Fig. 1: clock distribution
The bar under the picture is 10 um long.
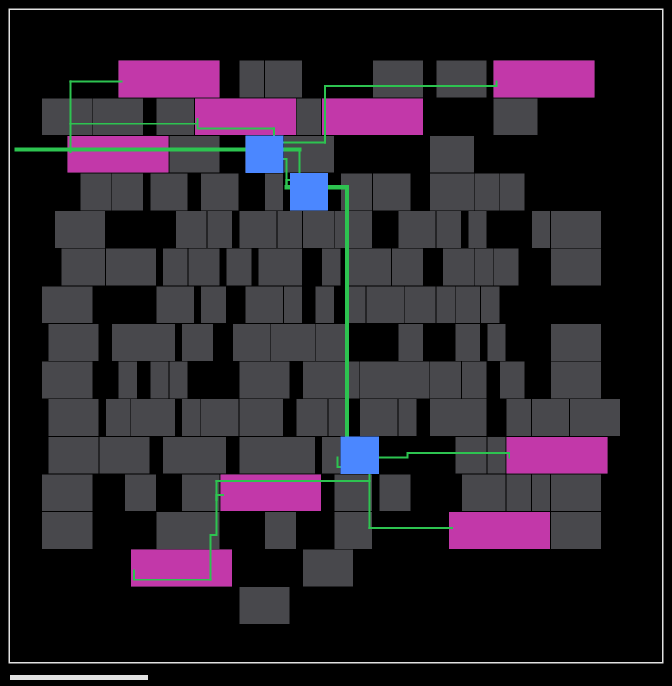
Fig. 2: metal layers overlaid
The bar under the picture is 10 um long.
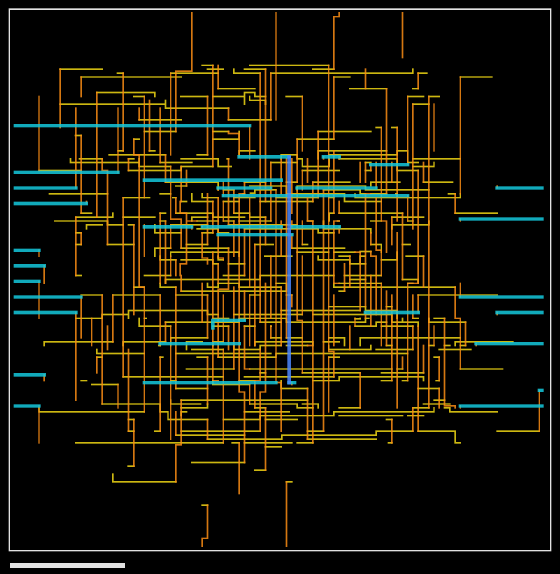
### src/rtl/updown_counter_param.sv
// Parametrised synchronous up/down counter with modulo-N terminal,
// wrap/saturate mode, cascade carry and registered wrap pulse.
module updown_counter_param #(
   parameter int          WIDTH     = 8,
   parameter int unsigned MAX_VALUE = (2**WIDTH) - 1,
   parameter bit          SATURATE  = 1'b0
) (
   input  logic             CLK,
   input  logic             RESET_n,
   input  logic [WIDTH-1:0] D,
   input  logic             LOAD_n,
   input  logic             CTEN_n,
   input  logic             DOWN_UP_n,
   output logic [WIDTH-1:0] Q,
   output logic             MAX_MIN,
   output logic             RCO_n,
   output logic             WRAP_P
);

   localparam logic [WIDTH-1:0] MAXV = MAX_VALUE[WIDTH-1:0];
   localparam logic [WIDTH-1:0] ZERO = '0;
   localparam logic [WIDTH-1:0] ONE  = {{(WIDTH-1){1'b0}}, 1'b1};

   logic [WIDTH-1:0] q_q, q_d;
   logic             wrap_q, wrap_d;
   logic [WIDTH-1:0] load_val;
   logic             at_max, at_min;

   assign at_max   = (q_q == MAXV);
   assign at_min   = (q_q == ZERO);
   assign load_val = (D > MAXV) ? MAXV : D;

   // Next-state: load beats count beats hold; terminal handling per mode
   always_comb begin
      q_d    = q_q;
      wrap_d = 1'b0;
      if (!LOAD_n) begin
         q_d = load_val;
      end else if (!CTEN_n) begin
         if (!DOWN_UP_n) begin
            if (!at_max) begin
               q_d = q_q + ONE;
            end else if (!SATURATE) begin
               q_d    = ZERO;
               wrap_d = 1'b1;
            end
         end else begin
            if (!at_min) begin
               q_d = q_q - ONE;
            end else if (!SATURATE) begin
               q_d    = MAXV;
               wrap_d = 1'b1;
            end
         end
      end
   end

   // State register; synchronous reset overrides load and count
   always_ff @(posedge CLK) begin
      if (!RESET_n) begin
         q_q    <= ZERO;
         wrap_q <= 1'b0;
      end else begin
         q_q    <= q_d;
         wrap_q <= wrap_d;
      end
   end

   assign Q       = q_q;
   assign WRAP_P  = wrap_q;
   assign MAX_MIN = DOWN_UP_n ? at_min : at_max;
   assign RCO_n   = ~(MAX_MIN & ~CTEN_n);

endmodule

### config.mk
export PLATFORM = sky130hd
export DESIGN_NAME = updown_counter_param
export DESIGN_NICKNAME = d
export VERILOG_FILES = /design/src/rtl/updown_counter_param.sv
export SDC_FILE = /design/constraint.sdc
export NUM_CORES = 1
export LEC_CHECK = 0
export ABC_CLOCK_PERIOD_IN_PS = 5300
export CAP_MARGIN = 20
export CORE_MARGIN = 2
export CORE_UTILIZATION = 45
export DETAILED_ROUTE_END_ITERATION = 7
export PLACE_DENSITY = 0.82
export SLEW_MARGIN = 10
export SYNTH_ARGS = -nofsm -noshare
export SYNTH_HDL_FRONTEND = slang
export SYNTH_SLANG_ARGS = --single-unit
### constraint.sdc
create_clock -name CLK -period 5.3 [get_ports CLK]
set_clock_uncertainty 0.1 [all_clocks]
set_input_delay 0.795 -clock CLK [delete_from_list [all_inputs] [get_ports CLK]]
set_output_delay 0.795 -clock CLK [all_outputs]
set_load 0.005 [all_outputs]
==> impl_results.rst <==
Flow metrics
------------

.. list-table::
   :header-rows: 1

   * - Metric
     - Value
   * - Outcome
     - complete, no violations
   * - Startpoint of the worst hold path
     - Q[7]
   * - Min-Delay Path Class
     - register to register
   * - Number of warnings printed during yosys synthesis
     - 0
   * - Met2 GRT Util
     - 34.0%
   * - Distinct cells, synth
     - between 40 and 50
   * - Clock edge transition at the registers on the reported setup and hold paths
     - 0.06 ns
   * - Transition time at the pin with the least slew margin
     - ~0.67 ns
   * - Number of flops mapped to enable cells by yosys
     - 0
   * - Critical-path top delay cell
     - sky130_fd_sc_hd__clkdlybuf4s50_1
   * - Invs w/o clock
     - 7
   * - Power consumed by sequential cells
     - 0.0858 mW
   * - Placed inst area
     - 0.00106 mm2
   * - Main flop type after synthesis
     - sky130_fd_sc_hd__dfxtp_1
   * - Endpoint of the worst-slack reg-to-reg timing path
     - Q[6]
   * - GPL Wtd Cong
     - approximately 0.9
   * - Flop share of the area
     - 16.6%
   * - Chip Width
     - ~47 um
   * - Launch instance of the worst register-to-register path
     - Q[0]
   * - Maximum vdd ir drop
     - 0.150 mV
   * - Top Metal Used
     - met4
-- Fig. 1 (at the start) --
[clock wires] green | length: 149 um
[flip-flops] magenta | count: 9
[clock drivers] blue | count: 3
routed clock nets	4
clk ins delay skew pair: 0.27 ns
power attributed to the clock group: 0.0564 mW
Clk pwr share: 26.2%

-- Fig. 2 (at the start) --
layer	colour	wire length
metal 2	orange	1040 um
metal 4	blue	19.7 um
metal 3	cyan	195 um
metal 1	yellow	932 um
Overall Global Routing Usage: 22.3%
routed length per placed instance: 14.2 um

==> cells in the mapped netlist, drive strengths merged (2+ instances only) <==
| cell | count | share of area (%) |
|---|---|---|
| nand2b | 4 | 3.0 |
| nand2 | 9 | 4.0 |
| nor4 | 2 | 1.5 |
| nand3 | 6 | 3.6 |
| ha | 3 | 4.5 |
| buf | 3 | 2.5 |
| clkbuf | 6 | 2.7 |
| a21o | 3 | 2.7 |
| nand3b | 4 | 3.6 |
| o21ai | 6 | 3.6 |
| or3 | 2 | 1.5 |
| xor2 | 2 | 2.1 |
| o211ai | 4 | 3.6 |
| dfxtp | 9 | 21 |
| a211oi | 2 | 1.8 |
| o31a | 2 | 2.1 |
| nor2 | 3 | 1.3 |
| nor2b | 3 | 2.2 |
| o21a | 2 | 1.8 |
| a21oi | 3 | 1.8 |
| a31oi | 3 | 2.2 |
| inv | 7 | 3.1 |
| nor3 | 4 | 2.4 |
==> cell usage in the layout (no fill, tap or decap), types with 3 or more instances in the layout <==
cell / n
sky130_fd_sc_hd__dfxtp_1: 9
sky130_fd_sc_hd__o21ai_0: 5
sky130_fd_sc_hd__a31oi_1: 3
sky130_fd_sc_hd__nand3b_1: 4
sky130_fd_sc_hd__clkbuf_4: 3
sky130_fd_sc_hd__nand2b_1: 4
sky130_fd_sc_hd__a21oi_1: 3
sky130_fd_sc_hd__a21o_1: 3
sky130_fd_sc_hd__nand3_1: 6
sky130_fd_sc_hd__o211ai_1: 4
sky130_fd_sc_hd__nor2_1: 3
sky130_fd_sc_hd__ha_1: 3
sky130_fd_sc_hd__inv_1: 7
sky130_fd_sc_hd__nor2b_1: 3
sky130_fd_sc_hd__nand2_1: 9
sky130_fd_sc_hd__nor3_1: 4
sky130_fd_sc_hd__clkdlybuf4s50_1: 23
Power is estimated from default activity; no workload was simulated.
